<file path="src/rtl/ula_8_bits_driver.sv">
// Command-side initiator for the combinational 8-bit ULA.
// Registers operands, waits a settle window, captures the result.
module ula_8_bits_driver #(
  parameter int WIDTH         = 8,
  parameter int SETTLE_CYCLES = 1,
  parameter int CNT_WIDTH     = 16
) (
  input  logic                 CLK,
  input  logic                 RESET_N,
  input  logic                 CMD_VALID,
  output logic                 CMD_READY,
  input  logic [2:0]           CMD_OP,
  input  logic [WIDTH-1:0]     CMD_A,
  input  logic [WIDTH-1:0]     CMD_B,
  input  logic                 CMD_CIN,
  input  logic                 CMD_USE_ACC,
  output logic [WIDTH-1:0]     ULA_A,
  output logic [WIDTH-1:0]     ULA_B,
  output logic [2:0]           ULA_X,
  output logic                 ULA_CIN,
  input  logic [WIDTH-1:0]     ULA_S,
  input  logic                 ULA_COUT,
  output logic                 RSP_VALID,
  input  logic                 RSP_READY,
  output logic [WIDTH-1:0]     RSP_S,
  output logic                 RSP_COUT,
  output logic                 RSP_ZERO,
  output logic                 RSP_ERR,
  output logic [WIDTH-1:0]     ACC,
  output logic [CNT_WIDTH-1:0] OP_COUNT
);

  localparam int SW = $clog2(SETTLE_CYCLES + 1);

  typedef enum logic [1:0] {
    IDLE  = 2'd0,
    DRIVE = 2'd1,
    RESP  = 2'd2
  } state_e;

  state_e               state_q, state_d;
  logic [SW-1:0]        cnt_q, cnt_d;
  logic [WIDTH-1:0]     ula_a_q, ula_a_d;
  logic [WIDTH-1:0]     ula_b_q, ula_b_d;
  logic [2:0]           ula_x_q, ula_x_d;
  logic                 ula_cin_q, ula_cin_d;
  logic [WIDTH-1:0]     rsp_s_q, rsp_s_d;
  logic                 rsp_cout_q, rsp_cout_d;
  logic                 rsp_zero_q, rsp_zero_d;
  logic                 rsp_err_q, rsp_err_d;
  logic [WIDTH-1:0]     acc_q, acc_d;
  logic [CNT_WIDTH-1:0] opcnt_q, opcnt_d;
  logic                 op_ok;
  logic                 arith;

  assign op_ok = (CMD_OP <= 3'd4);
  assign arith = (ula_x_q == 3'd0) || (ula_x_q == 3'd1);

  // Next-state and datapath: accept, settle, capture, hand back
  always_comb begin
    state_d    = state_q;
    cnt_d      = cnt_q;
    ula_a_d    = ula_a_q;
    ula_b_d    = ula_b_q;
    ula_x_d    = ula_x_q;
    ula_cin_d  = ula_cin_q;
    rsp_s_d    = rsp_s_q;
    rsp_cout_d = rsp_cout_q;
    rsp_zero_d = rsp_zero_q;
    rsp_err_d  = rsp_err_q;
    acc_d      = acc_q;
    opcnt_d    = opcnt_q;
    unique case (state_q)
      IDLE: begin
        if (CMD_VALID) begin
          if (op_ok) begin
            ula_a_d   = CMD_USE_ACC ? acc_q : CMD_A;
            ula_b_d   = CMD_B;
            ula_x_d   = CMD_OP;
            ula_cin_d = CMD_CIN;
            cnt_d     = SW'(SETTLE_CYCLES);
            state_d   = DRIVE;
          end else begin
            rsp_s_d    = '0;
            rsp_cout_d = 1'b0;
            rsp_zero_d = 1'b0;
            rsp_err_d  = 1'b1;
            state_d    = RESP;
          end
        end
      end
      DRIVE: begin
        if (cnt_q == SW'(1)) begin
          rsp_s_d    = ULA_S;
          rsp_cout_d = arith ? ULA_COUT : 1'b0;
          rsp_zero_d = (ULA_S == '0);
          rsp_err_d  = 1'b0;
          acc_d      = ULA_S;
          state_d    = RESP;
        end else begin
          cnt_d = cnt_q - 1'b1;
        end
      end
      RESP: begin
        if (RSP_READY) begin
          opcnt_d = opcnt_q + 1'b1;
          state_d = IDLE;
        end
      end
      default: state_d = IDLE;
    endcase
  end

  // State and output registers, cleared asynchronously
  always_ff @(posedge CLK or negedge RESET_N) begin
    if (!RESET_N) begin
      state_q    <= IDLE;
      cnt_q      <= '0;
      ula_a_q    <= '0;
      ula_b_q    <= '0;
      ula_x_q    <= '0;
      ula_cin_q  <= 1'b0;
      rsp_s_q    <= '0;
      rsp_cout_q <= 1'b0;
      rsp_zero_q <= 1'b0;
      rsp_err_q  <= 1'b0;
      acc_q      <= '0;
      opcnt_q    <= '0;
    end else begin
      state_q    <= state_d;
      cnt_q      <= cnt_d;
      ula_a_q    <= ula_a_d;
      ula_b_q    <= ula_b_d;
      ula_x_q    <= ula_x_d;
      ula_cin_q  <= ula_cin_d;
      rsp_s_q    <= rsp_s_d;
      rsp_cout_q <= rsp_cout_d;
      rsp_zero_q <= rsp_zero_d;
      rsp_err_q  <= rsp_err_d;
      acc_q      <= acc_d;
      opcnt_q    <= opcnt_d;
    end
  end

  assign CMD_READY = (state_q == IDLE) && RESET_N;
  assign RSP_VALID = (state_q == RESP);
  assign ULA_A     = ula_a_q;
  assign ULA_B     = ula_b_q;
  assign ULA_X     = ula_x_q;
  assign ULA_CIN   = ula_cin_q;
  assign RSP_S     = rsp_s_q;
  assign RSP_COUT  = rsp_cout_q;
  assign RSP_ZERO  = rsp_zero_q;
  assign RSP_ERR   = rsp_err_q;
  assign ACC       = acc_q;
  assign OP_COUNT  = opcnt_q;

endmodule

</file>
<file path="config.mk">
export PLATFORM = sky130hd
export DESIGN_NAME = ula_8_bits_driver
export DESIGN_NICKNAME = d
export VERILOG_FILES = /design/src/rtl/ula_8_bits_driver.sv
export SDC_FILE = /design/constraint.sdc
export NUM_CORES = 1
export LEC_CHECK = 0
export CAP_MARGIN = 30
export CORE_MARGIN = 4
export CORE_UTILIZATION = 25
export DETAILED_ROUTE_END_ITERATION = 6
export PLACE_DENSITY = 0.52
export SYNTH_ARGS = -nofsm -noshare
export SYNTH_HDL_FRONTEND = slang
export SYNTH_SLANG_ARGS = --single-unit
</file>
<file path="constraint.sdc">
create_clock -name CLK -period 3.32 [get_ports CLK]
set_input_delay 0.664 -clock CLK [delete_from_list [all_inputs] [get_ports CLK]]
set_output_delay 0.664 -clock CLK [all_outputs]
set_load 0.02 [all_outputs]
</file>
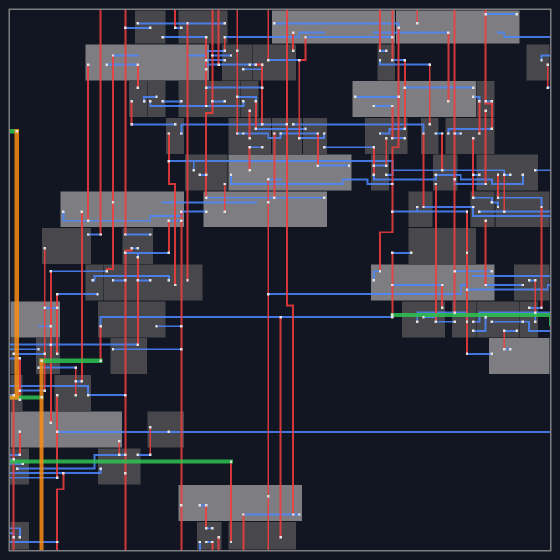
run_1/closeup.png
Window x 34 to 74, y 55 to 95 um. Cells in grey, sequential cells in the stronger grey; small squares are vias.
M4 -> orange
M2 -> red
M1 -> blue
M3 -> green
cells with their middle in the window = 56
most frequent = dfrtp_1 (10), nand2_1 (7), xnor2_1 (5)
sequential cells in the window = 10
netlist names of flops here include = `OP_COUNT` (7)

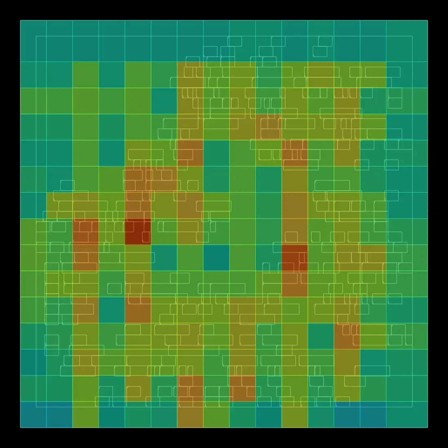
run_1/congestion_map.png
Routed WL per cell: 14.0 um
grt met1 use: 0.148
grt met2 use: 0.165
met3 GRT Util: 0.0390
busiest grt layer: met2

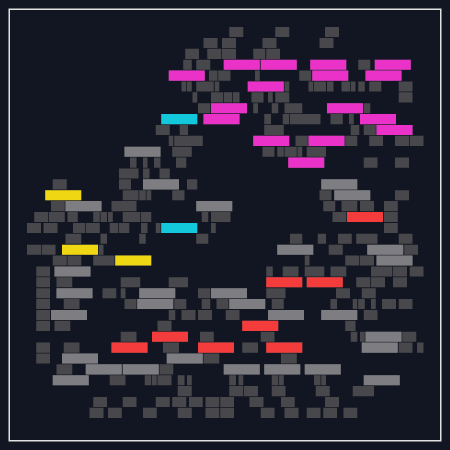
run_1/ff_map.png
(4 px per um)
`OP_COUNT` -> magenta  # flops 16
`state_q` -> cyan  # flops 2
`ACC` -> red  # flops 8
`ULA_X` -> yellow  # flops 3
not coloured = 29

==> reports/qor.yml, run 1 <==
cpLargestDelayFamily: "buffers and inverters"
cts_setup_buffers: 0
cts_root_buffer: "clkbuf_8"
synth_adder_area_share: 0.00505
min_to: "OP_COUNT[15]$_DFFE_PN0P_"
yosysMostFrequentCell: "dfrtp_1"
ys_area_um2: 2480
hold_slack_ns: 0.467
yosys_cells: 192
cts_resized: 0
cp_num_cells: 3
worstMarginPinSlew_ns: 0.757
n_antenna_cell: 0
cts.sinks: 58
setup_viol: 0
synth-edff-count: 0
core-area_um2: 9730
reg2reg_slack_ns: 1.51
fin_nets: 323
layout_top_cell: "clkdlybuf4s50_1"
max-slew-margin-rel: 0.496
status: "finished clean"
arrival_ns: 1.81
setup_ws_ns: 0.849
seq_area_frac_synth: 0.586
hpwl_mm: 4.32
async_flop_share: 1.00
cp_cell_sequence: "nor2_4, and2_1, clkdlybuf4s50_1"
combPwrFrac: 0.430
switching_share: 0.360
yosysTopAreaCell: "dfrtp_1"
mux_share: 0.129
final_area_um2: 3670
p_sw_mw: 1.07
ys_warn_count: 0
mostFrequentLayoutCells: "89 x clkdlybuf4s50_1, 58 x dfrtp_1, 20 x nand2_1"
p_seq_frac: 0.387
whs_path_depth: 1
cts_tree: "done"
drive_gt1_frac: 0.154
slowest_delay_ns: 0.61
critPathBufInv: 1
num-fill-cells: 1012
p_int_mw: 1.91
ys.flop_type: "dfrtp_1"
[run 1: layout make-up]
type,count,area [um2],share of cell area
multi-input cells,125,971,0.265
clock inverters,5,31.3,0.00852
repair buffers,92,911,0.248
flip-flops and latches,58,1450,0.395
inverters,2,7.51,0.00205
clock buffers,11,131,0.0358
well taps,133,166,0.0453
[run 1: power groups by stage]
stage	Clock, mW	Sequential, mW	Combinational (mW)
floorplan	0	1.43	0.372
global placement	0	1.17	1.30
detailed placement	0	1.17	1.30
CTS	0.568	1.16	1.30
global route	0.601	1.20	1.37
finish	0.544	1.15	1.28
[run 1: metal layers]
metal | routed length, um | track usage | up-vias
met5 | 0 | 0 | -
met4 | 84 | 0.0406 | 0
met3 | 421 | 0.0390 | 7
met2 | 2670 | 0.165 | 57
met1 | 2780 | 0.148 | 865
li1 | - | - | 867
run_1/gates.png
(4 px per um)
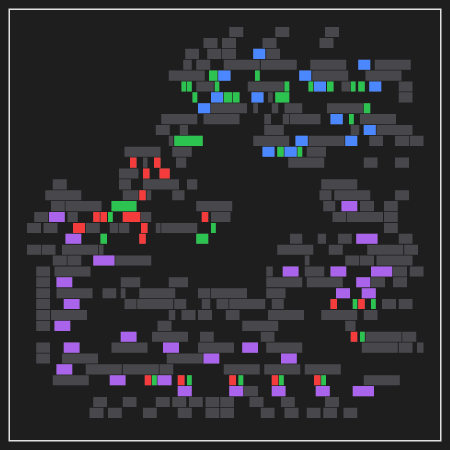

==> inputs of run 2 (changes only) <==
- PLACE_DENSITY: 0.52 -> 0.54
- clock period: 3.32 -> 2.2 ns (I/O delays scaled with it)
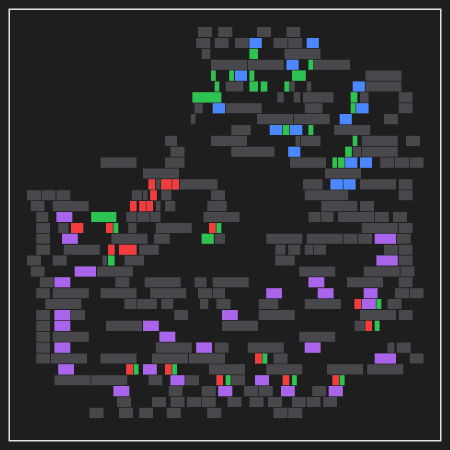
run_2/gates.png
(4 px per um)
aoi and oai cells -> red  # cells 20
mux cells -> purple  # cells 28
nand cells -> green  # cells 32
xor and xnor cells -> blue  # cells 15
dominant logic cell type in the layout: clkdlybuf4s50_1
Post-Layout Cell Count: 428
Comb/total area: 0.259

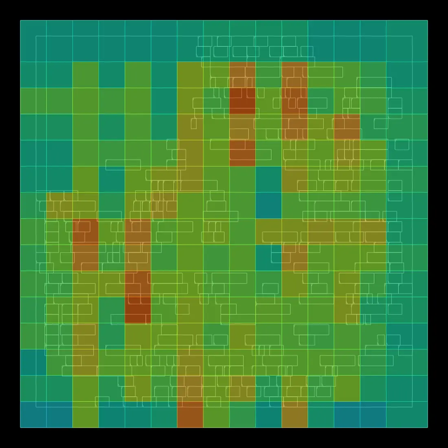
run_2/congestion_map.png
total track usage: 0.108
Routed WL per cell: 13.8 um
grt met2 use: 0.167
Final Util: 0.385
grt met1 use: 0.141

==> run 2 against run 1 <==
  * Wire length fell by 0.42%
  * Power rose by 60%
  * First-iteration DRC count rose by 20%
  * Via count rose by 0.67%
  * Critical endpoint is now RSP_VALID
  * Core utilization rose by 0.80 points
  * Combinational power rose by 54%
==> reports/qor.yml, run 2 <==
arrival_ns: 1.59
slowest_delay_ns: 0.62
synth_adder_area_share: 0.00505
drive_gt1_frac: 0.166
async_flop_share: 1.00
switching_share: 0.340
n_antenna_cell: 0
mostFrequentLayoutCells: "88 x clkdlybuf4s50_1, 57 x dfrtp_1, 20 x nand2_1"
cts_root_buffer: "clkbuf_8"
critPathBufInv: 1
seq_area_frac_synth: 0.586
status: "finished clean"
hold_slack_ns: 0.341
worstMarginPinSlew_ns: 0.733
powerComb_mw: 1.97
ys_warn_count: 0
fin_nets: 326
cts.sinks: 58
setup_viol: 0
ys.flop_type: "dfrtp_1"
core-area_um2: 9730
mux_share: 0.129
num-fill-cells: 983
maxPowerGroup: "combinational cells"
yosysTopAreaCell: "dfrtp_1"
combPwrFrac: 0.412
hpwl_mm: 4.37
ys_area_um2: 2480
wl_met1_mm: 2.71
cts_tree: "done"
setup_ws_ns: 0.172
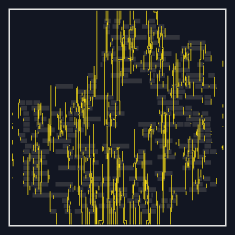
run_2/m2.png
(2 px per um)
main direction = vertical
longest straight run = 45.0 um
drt total wl: 5.93 mm
via count: 1808

-- run 2: final cells by class --
| class | instances | area, um2 | area share |
|---|---|---|---|
| inverter | 2 | 7.51 | 0.00200 |
| tap | 133 | 166 | 0.0444 |
| clock inverter | 4 | 76.3 | 0.0204 |
| sequential | 58 | 1450 | 0.388 |
| clock buffer | 11 | 141 | 0.0377 |
| multi-input combinational | 125 | 971 | 0.259 |
| timing repair buffer | 95 | 932 | 0.249 |
-- run 2: what timing repair did --
| item | in CTS | in global routing |
|---|---|---|
| hold buffers | 0 | 0 |
| pin swaps | 0 | 0 |
| setup endpoints to repair | 1 | 1 |
| resized | 1 | 1 |
==> inputs of run 3 (changes only) <==
- GPL_ROUTABILITY_DRIVEN: default -> 0
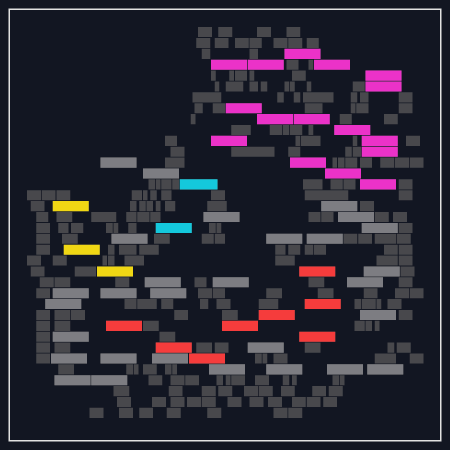
run_3/ff_map.png
(4 px per um)
Seq power: 1.73 mW
Reg area: 1450 um2
Seq area share: 0.388

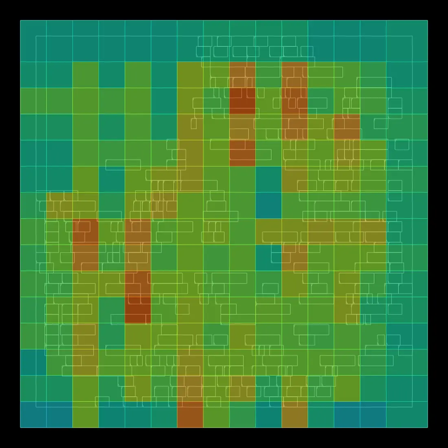
run_3/congestion_map.png

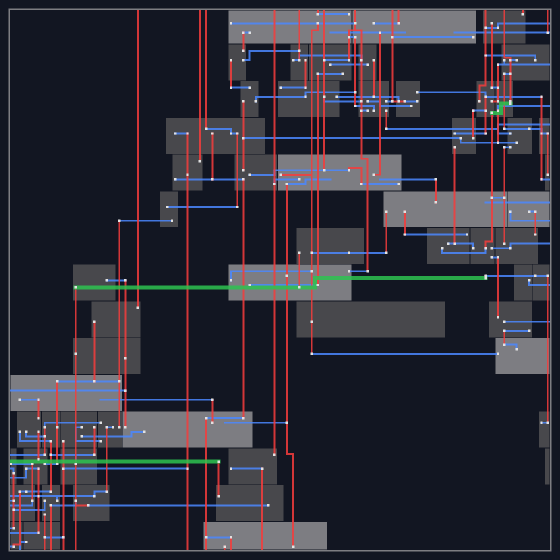
run_3/closeup.png
Window x 34 to 74, y 55 to 95 um. Cells in grey, sequential cells in the stronger grey; small squares are vias.
M1 -> blue
M2 -> red
M3 -> green
cells with their middle in the window = 48
netlist names of flops here include = `OP_COUNT` (5)
sequential cells in the window = 8
most frequent = dfrtp_1 (7), nand2_1 (5)

==> run 3 against run 2 <==
  * Core utilization stayed put
  * Design area stayed put
  * Power stayed put
  * Wire length stayed put
  * Sequential share of layout area stayed put
  * Register-to-register slack hardly changed
  * Critical endpoint unchanged
==> reports/qor.yml, run 3 <==
status: "finished clean"
yosys_cells: 192
hpwl_mm: 4.37
synth_adder_area_share: 0.00505
n_antenna_cell: 0
p_sw_mw: 1.62
drive_gt1_frac: 0.166
p_seq_frac: 0.362
mux_share: 0.129
route.detailed.wl_per_inst_um: 13.8
ys.flop_type: "dfrtp_1"
async_flop_share: 1.00
powerComb_mw: 1.97
p_clk_mw: 1.08
cts.sinks: 58
cts_resized: 1
setup_viol: 0
hold_slack_ns: 0.341
switching_share: 0.340
setup_ws_ns: 0.172
num_vias: 1808
instances_no_fill: 428
cts_tree: "done"
arrival_ns: 1.59
synth-edff-count: 0
yosysTopAreaCell: "dfrtp_1"
cts_root_buffer: "clkbuf_8"
final_area_um2: 3750
cts_setup_buffers: 0
final_core_utilization: 0.385
run 3: cell counts in the layout (fill, tap and decap cells not counted):
Identical to the previous run, type by type.
run 3: routing by layer:
metal,wire [um],global-route usage
met1,2710,0.141
met2,2750,0.167
met3,434,0.0390
met4,24,0.0379
met5,0,0
run 3: worst max-delay path, cell delays in order (launching register included):
cell,delay (ns)
dfrtp_2,0.45
nor2b_1,0.20
clkdlybuf4s50_1,0.62
run 3: cell type report:
cell class                      count  area, um2  area share
Sequential cell                    58       1450       0.388
Multi-Input combinational cell    125        971       0.259
Timing Repair Buffer               95        932       0.249
Tap cell                          133        166      0.0444
Clock buffer                       11        141      0.0377
Clock inverter                      4       76.3      0.0204
Inverter                            2       7.51     0.00200
Power is estimated from default activity; no workload was simulated.
